$ cat src/rtl/airi5c_pipe_regs_pkg.sv
// Shared constants for the pipeline register slice: parameter defaults,
// legal depth range and the per-cycle stage operation encoding.
package airi5c_pipe_regs_pkg;

  localparam int PIPE_DATA_W_DEF = 32;
  localparam int PIPE_FLAG_W_DEF = 2;
  localparam int PIPE_DEPTH_DEF  = 1;
  localparam int PIPE_CNT_W_DEF  = 8;
  localparam int PIPE_DEPTH_MIN  = 1;
  localparam int PIPE_DEPTH_MAX  = 4;

  typedef enum logic [1:0] {
    PIPE_ADVANCE = 2'd0,
    PIPE_STALL   = 2'd1,
    PIPE_FLUSH   = 2'd2
  } pipe_op_e;

  // Flush outranks stall; reset is handled directly by the flops.
  function automatic pipe_op_e pipe_op(input logic stall, input logic flush);
    if (flush)      return PIPE_FLUSH;
    else if (stall) return PIPE_STALL;
    else            return PIPE_ADVANCE;
  endfunction

endpackage

$ cat src/rtl/airi5c_pipe_regs_if.sv
// Control and payload bundle of the pipeline register slice.
interface airi5c_pipe_regs_if #(
  parameter int DATA_W = 32,
  parameter int FLAG_W = 2,
  parameter int CNT_W  = 8
) ();
  logic              stall;
  logic              flush;
  logic              valid_in;
  logic              kill_in;
  logic [DATA_W-1:0] data_in;
  logic [FLAG_W-1:0] flags_in;
  logic              valid_out;
  logic              killed_out;
  logic              bubble_out;
  logic [DATA_W-1:0] data_out;
  logic [FLAG_W-1:0] flags_out;
  logic [CNT_W-1:0]  stall_cnt;

  modport master (
    output stall, flush, valid_in, kill_in, data_in, flags_in,
    input  valid_out, killed_out, bubble_out, data_out, flags_out, stall_cnt
  );

  modport slave (
    input  stall, flush, valid_in, kill_in, data_in, flags_in,
    output valid_out, killed_out, bubble_out, data_out, flags_out, stall_cnt
  );
endinterface

$ cat src/rtl/airi5c_pipe_regs_stage.sv
// One pipeline stage: holds valid/killed/data/flags and applies the
// flush > stall > advance update, with payload kept for dead instructions.
module airi5c_pipe_stage
  import airi5c_pipe_regs_pkg::*;
#(
  parameter int                DATA_W   = PIPE_DATA_W_DEF,
  parameter int                FLAG_W   = PIPE_FLAG_W_DEF,
  parameter logic [DATA_W-1:0] RST_DATA = '0
) (
  input  logic              clk,
  input  logic              reset,
  input  pipe_op_e          op,
  input  logic              up_valid,
  input  logic              up_kill,
  input  logic [DATA_W-1:0] up_data,
  input  logic [FLAG_W-1:0] up_flags,
  output logic              valid,
  output logic              killed,
  output logic [DATA_W-1:0] data,
  output logic [FLAG_W-1:0] flags
);

  logic up_live;
  assign up_live = up_valid & ~up_kill;

  always_ff @(posedge clk or posedge reset) begin
    if (reset) begin
      valid  <= 1'b0;
      killed <= 1'b0;
      data   <= RST_DATA;
      flags  <= '0;
    end else begin
      case (op)
        PIPE_FLUSH: begin
          valid  <= 1'b0;
          killed <= 1'b0;
        end
        PIPE_STALL: ;
        default: begin
          valid  <= up_live;
          killed <= up_valid & up_kill;
          flags  <= up_flags;
          if (up_live) data <= up_data;
        end
      endcase
    end
  end

endmodule

$ cat src/rtl/airi5c_pipe_regs.sv
// DEPTH-stage pipeline register chain with kill tracking, flush/stall
// control and a saturating consecutive-stall counter.
module airi5c_pipe_regs
  import airi5c_pipe_regs_pkg::*;
#(
  parameter int                DATA_W   = PIPE_DATA_W_DEF,
  parameter int                FLAG_W   = PIPE_FLAG_W_DEF,
  parameter int                DEPTH    = PIPE_DEPTH_DEF,
  parameter logic [DATA_W-1:0] RST_DATA = '0,
  parameter int                CNT_W    = PIPE_CNT_W_DEF
) (
  input logic              clk,
  input logic              reset,
  airi5c_pipe_regs_if.slave bus
);

  if (DEPTH < PIPE_DEPTH_MIN || DEPTH > PIPE_DEPTH_MAX) begin : g_bad_depth
    $error("airi5c_pipe_regs: DEPTH=%0d outside %0d..%0d",
           DEPTH, PIPE_DEPTH_MIN, PIPE_DEPTH_MAX);
  end

  localparam logic [CNT_W-1:0] CNT_MAX = '1;

  pipe_op_e          op;
  logic              st_valid  [DEPTH];
  logic              st_killed [DEPTH];
  logic [DATA_W-1:0] st_data   [DEPTH];
  logic [FLAG_W-1:0] st_flags  [DEPTH];
  logic [CNT_W-1:0]  stall_cnt_q;

  assign op = pipe_op(bus.stall, bus.flush);

  for (genvar g = 0; g < DEPTH; g++) begin : g_stage
    logic              up_valid;
    logic              up_kill;
    logic [DATA_W-1:0] up_data;
    logic [FLAG_W-1:0] up_flags;

    if (g == 0) begin : g_head
      assign up_valid = bus.valid_in;
      assign up_kill  = bus.kill_in;
      assign up_data  = bus.data_in;
      assign up_flags = bus.flags_in;
    end else begin : g_tail
      // A killed instruction still occupies its slot, so it travels on as killed.
      assign up_valid = st_valid[g-1] | st_killed[g-1];
      assign up_kill  = st_killed[g-1];
      assign up_data  = st_data[g-1];
      assign up_flags = st_flags[g-1];
    end

    airi5c_pipe_stage #(
      .DATA_W   (DATA_W),
      .FLAG_W   (FLAG_W),
      .RST_DATA (RST_DATA)
    ) u_stage (
      .clk      (clk),
      .reset    (reset),
      .op       (op),
      .up_valid (up_valid),
      .up_kill  (up_kill),
      .up_data  (up_data),
      .up_flags (up_flags),
      .valid    (st_valid[g]),
      .killed   (st_killed[g]),
      .data     (st_data[g]),
      .flags    (st_flags[g])
    );
  end

  always_ff @(posedge clk or posedge reset) begin
    if (reset) begin
      stall_cnt_q <= '0;
    end else if (op != PIPE_STALL) begin
      stall_cnt_q <= '0;
    end else if (stall_cnt_q != CNT_MAX) begin
      stall_cnt_q <= stall_cnt_q + 1'b1;
    end
  end

  assign bus.valid_out  = st_valid[DEPTH-1];
  assign bus.killed_out = st_killed[DEPTH-1];
  assign bus.bubble_out = ~st_valid[DEPTH-1];
  assign bus.data_out   = st_data[DEPTH-1];
  assign bus.flags_out  = st_flags[DEPTH-1];
  assign bus.stall_cnt  = stall_cnt_q;

endmodule

$ cat src/flat_wrapper.sv
// flat-port wrapper written by rule: the top's interface ports become plain ports
module airi5c_pipe_regs_flat import airi5c_pipe_regs_pkg::*;
#(
  parameter int                DATA_W   = PIPE_DATA_W_DEF,
  parameter int                FLAG_W   = PIPE_FLAG_W_DEF,
  parameter int                DEPTH    = PIPE_DEPTH_DEF,
  parameter logic [DATA_W-1:0] RST_DATA = '0,
  parameter int                CNT_W    = PIPE_CNT_W_DEF
)
  (clk, reset, bus_stall, bus_flush, bus_valid_in, bus_kill_in, bus_data_in, bus_flags_in, bus_valid_out, bus_killed_out, bus_bubble_out, bus_data_out, bus_flags_out, bus_stall_cnt);
  airi5c_pipe_regs_if #(.DATA_W(DATA_W), .FLAG_W(FLAG_W), .CNT_W(CNT_W)) bus_i ();
  input logic clk;
  input logic reset;
  input wire logic [$bits(bus_i.stall)-1:0] bus_stall;
  input wire logic [$bits(bus_i.flush)-1:0] bus_flush;
  input wire logic [$bits(bus_i.valid_in)-1:0] bus_valid_in;
  input wire logic [$bits(bus_i.kill_in)-1:0] bus_kill_in;
  input wire logic [$bits(bus_i.data_in)-1:0] bus_data_in;
  input wire logic [$bits(bus_i.flags_in)-1:0] bus_flags_in;
  output wire logic [$bits(bus_i.valid_out)-1:0] bus_valid_out;
  output wire logic [$bits(bus_i.killed_out)-1:0] bus_killed_out;
  output wire logic [$bits(bus_i.bubble_out)-1:0] bus_bubble_out;
  output wire logic [$bits(bus_i.data_out)-1:0] bus_data_out;
  output wire logic [$bits(bus_i.flags_out)-1:0] bus_flags_out;
  output wire logic [$bits(bus_i.stall_cnt)-1:0] bus_stall_cnt;
  assign bus_i.stall = bus_stall;
  assign bus_i.flush = bus_flush;
  assign bus_i.valid_in = bus_valid_in;
  assign bus_i.kill_in = bus_kill_in;
  assign bus_i.data_in = bus_data_in;
  assign bus_i.flags_in = bus_flags_in;
  assign bus_valid_out = bus_i.valid_out;
  assign bus_killed_out = bus_i.killed_out;
  assign bus_bubble_out = bus_i.bubble_out;
  assign bus_data_out = bus_i.data_out;
  assign bus_flags_out = bus_i.flags_out;
  assign bus_stall_cnt = bus_i.stall_cnt;
  airi5c_pipe_regs #(.DATA_W(DATA_W), .FLAG_W(FLAG_W), .DEPTH(DEPTH), .RST_DATA(RST_DATA), .CNT_W(CNT_W)) u_core (.clk(clk), .reset(reset), .bus(bus_i));
endmodule
$ cat config.mk
export PLATFORM = sky130hd
export DESIGN_NAME = airi5c_pipe_regs_flat
export DESIGN_NICKNAME = d
export VERILOG_FILES = /design/src/rtl/airi5c_pipe_regs_pkg.sv /design/src/rtl/airi5c_pipe_regs_if.sv /design/src/rtl/airi5c_pipe_regs_stage.sv /design/src/rtl/airi5c_pipe_regs.sv /design/src/flat_wrapper.sv
export SDC_FILE = /design/constraint.sdc
export NUM_CORES = 1
export LEC_CHECK = 0
export CAP_MARGIN = 20
export CORE_UTILIZATION = 39
export CTS_BUF_LIST = sky130_fd_sc_hd__clkbuf_4 sky130_fd_sc_hd__clkbuf_8
export DETAILED_ROUTE_END_ITERATION = 12
export GPL_ROUTABILITY_DRIVEN = 0
export PLACE_DENSITY = 0.78
export SKIP_LAST_GASP = 1
export SLEW_MARGIN = 20
export SYNTH_ARGS = -nofsm -noshare
export SYNTH_HDL_FRONTEND = slang
export SYNTH_HIERARCHICAL = 1
export SYNTH_SLANG_ARGS = --single-unit
export TNS_END_PERCENT = 1
$ cat constraint.sdc
create_clock -name clk -period 1.55 [get_ports clk]
set_clock_uncertainty 0.1 [all_clocks]
set_input_delay 0.2325 -clock clk [delete_from_list [all_inputs] [get_ports clk]]
set_output_delay 0.2325 -clock clk [all_outputs]
set_load 0.01 [all_outputs]
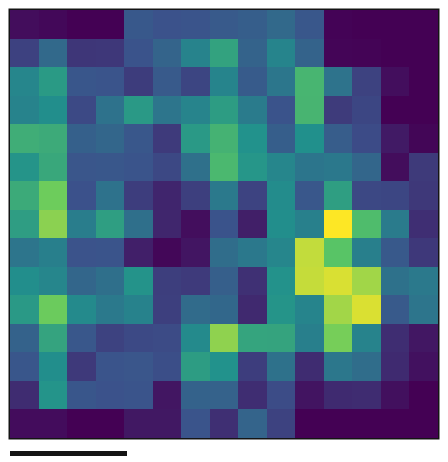
**Above:** wiring heat map.
Bar = 20 um. 15 x 15 tiles, from dark purple (low) to yellow (high), scaled to the fullest tile. Values are wire area over tile area, all layers added.
mean over tiles: 0.13
fullest tile: 0.42
nearly empty tiles: 10%
emptiest ninth of the die: north-east
drt total wl: 4360 um
via count: 1449
gr usage total: 17.8%

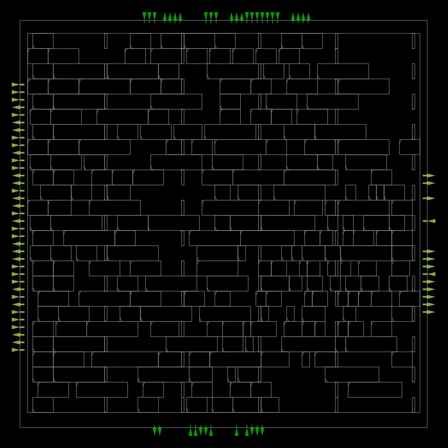
**Above:** placement view.
seq_cells: 44
Core ar.: 4790 um^2
Rows: 25
# Taps: 67

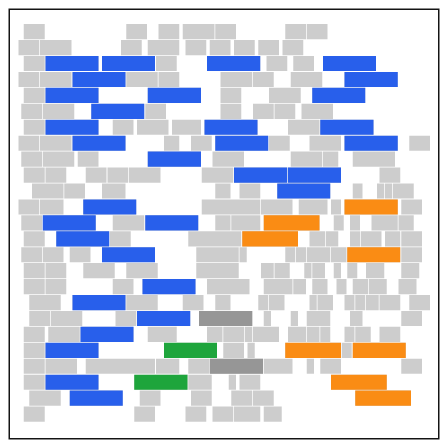
**Above:** where the registers sit.
Other sequential cells in the stronger gray, the rest of the logic in the fainter gray.
| color | name in the netlist | flops |
|---|---|---|
| green | u_core/g_stage.u_stage/flags | 2 |
| blue | u_core/g_stage.u_stage/data | 32 |
| orange | u_core/bus.stall_cnt | 8 |
not colored: 2
flop share of the area: 34.9%
Reg area: 1110 um^2
final core occ: 66.3%

==> flow_metrics.tcl <==
# flow metrics
set metrics [dict create \
    outcome "finished with violations" \
    violations "negative setup slack" \
    top_logic_kind "multiplexers" \
    cp-end-kind "primary output" \
    inverters 7 \
    slowest_delay_ns 0.56 \
    fp-utilization_pct 41.2 \
    setup_slack_ns -0.0800 \
    finalClockPeriodUsage_pct 105 \
    final-clk-cell-share_pct 2.56 \
    crit_chain "clkdlybuf4s50_1" \
    drc 0 \
    power.internal_mw 2.45 \
    irDropWorstVdd_mv 0.659 \
    slowest_stage "clkdlybuf4s50_1" \
    fin_crit_ns 1.63 \
    p_seq_share_pct 45.4 \
    logic_area_um2 828 \
    final_area_um2 3170 \
    clk_latency_ns 0.29 \
    mostFrequentLayoutCell "clkdlybuf4s50_1" \
    powerComb_mw 1.10 \
    drv_cap 0 \
    dominant-cell-class "registers" \
    fp.dieW_um 73.1 \
    die_area_um2 5340 \
    setup_viol 38 \
    use_met3_pct 6.22 \
    xor_share_pct 0 \
    io_buffers 84 \
    routedWlPerCell_um 14.4 \
    synthFlopType "dfrtp_1" \
    top_area_share_pct 55.9 \
    wl_met1_um 1810 \
    layout.nets 279 \
    ys.flops 44 \
    comb_cells 78 \
    cp-startpoint "u_core/bus.stall_cnt[2]" \
    nonClkBufAreaFrac_pct 32.9 \
    comb_area_share_pct 26.1 \
    area_growth_pct 61.1 \
    worstPathArrival_ns 1.30 \
    cts_sinks 44 \
    critical_path_required_ns 1.22 \
    final_cells 303 \
    ys_area_um2 1970 \
    htreeDepth 2 \
    reg2reg_depth 4 \
    syn_area_per_cell_um2 14.9 \
    rrSetupSlack_ns 0.03 \
    crit_fanout 9 \
    final_max_slew_viol_count 0 \
    synth_warnings 6 \
    power-per-cell-area_nw_per_um2 1040 \
    grt_pass1_vias 1439 \
    dpl.hpwl_um 3130 \
    lay_top_cells "clkdlybuf4s50_1, dfrtp_1, mux2_4" \
    worstReg2RegStart "u_core/bus.stall_cnt[0]" \
    switchingPower_mw 0.837 \
    p_clk_mw 0.696 \
    cts.clk_slew.worst_paths_ns 0.08 \
    nNonClkBuffers 100 \
    area_leaders "dfrtp_1, mux2_4, mux2_2, ha_1, buf_6" \
    ctsLongestPathBuffers 2 \
    cts_buffers 5 \
    cts_setup_buffers 3 \
    tool_warnings 30 \
    edf_count 0 \
    leakagePower_nw 1.46 \
    r2r-end "u_core/bus.stall_cnt[5]" \
]
[metrics by stage]
step                setup TNS (ns)  worst slack, ns
finish                       -1.59          -0.0800
global route                 -4.11           -0.131
CTS                          -1.62          -0.0939
detailed placement          -15.66           -0.470
global placement            -14.86           -0.444
floorplan                   -0.794          -0.0265
[synth_stat cells (2+ instances only)]
master    number
ha_1           3
a21oi_1        4
nand2_1        4
o21ai_0        3
nor3_1         5
nand4_1        2
nand3_1        2
mux2_2         4
dfrtp_1       44
mux2_4        30
a211oi_1       2
inv_1          7
a32o_1         2
buf_6          3
nand2b_1       2
nor2_1         2
[state kept, by name, indices dropped and copies added, names as in the netlist]
name	count
u_core/g_stage.u_stage/data	32
u_core/bus.stall_cnt	8
u_core/g_stage.u_stage/flags	2
u_core/g_stage.u_stage/killed	1
u_core/g_stage.u_stage/valid	1
Power is estimated from default activity; no workload was simulated.
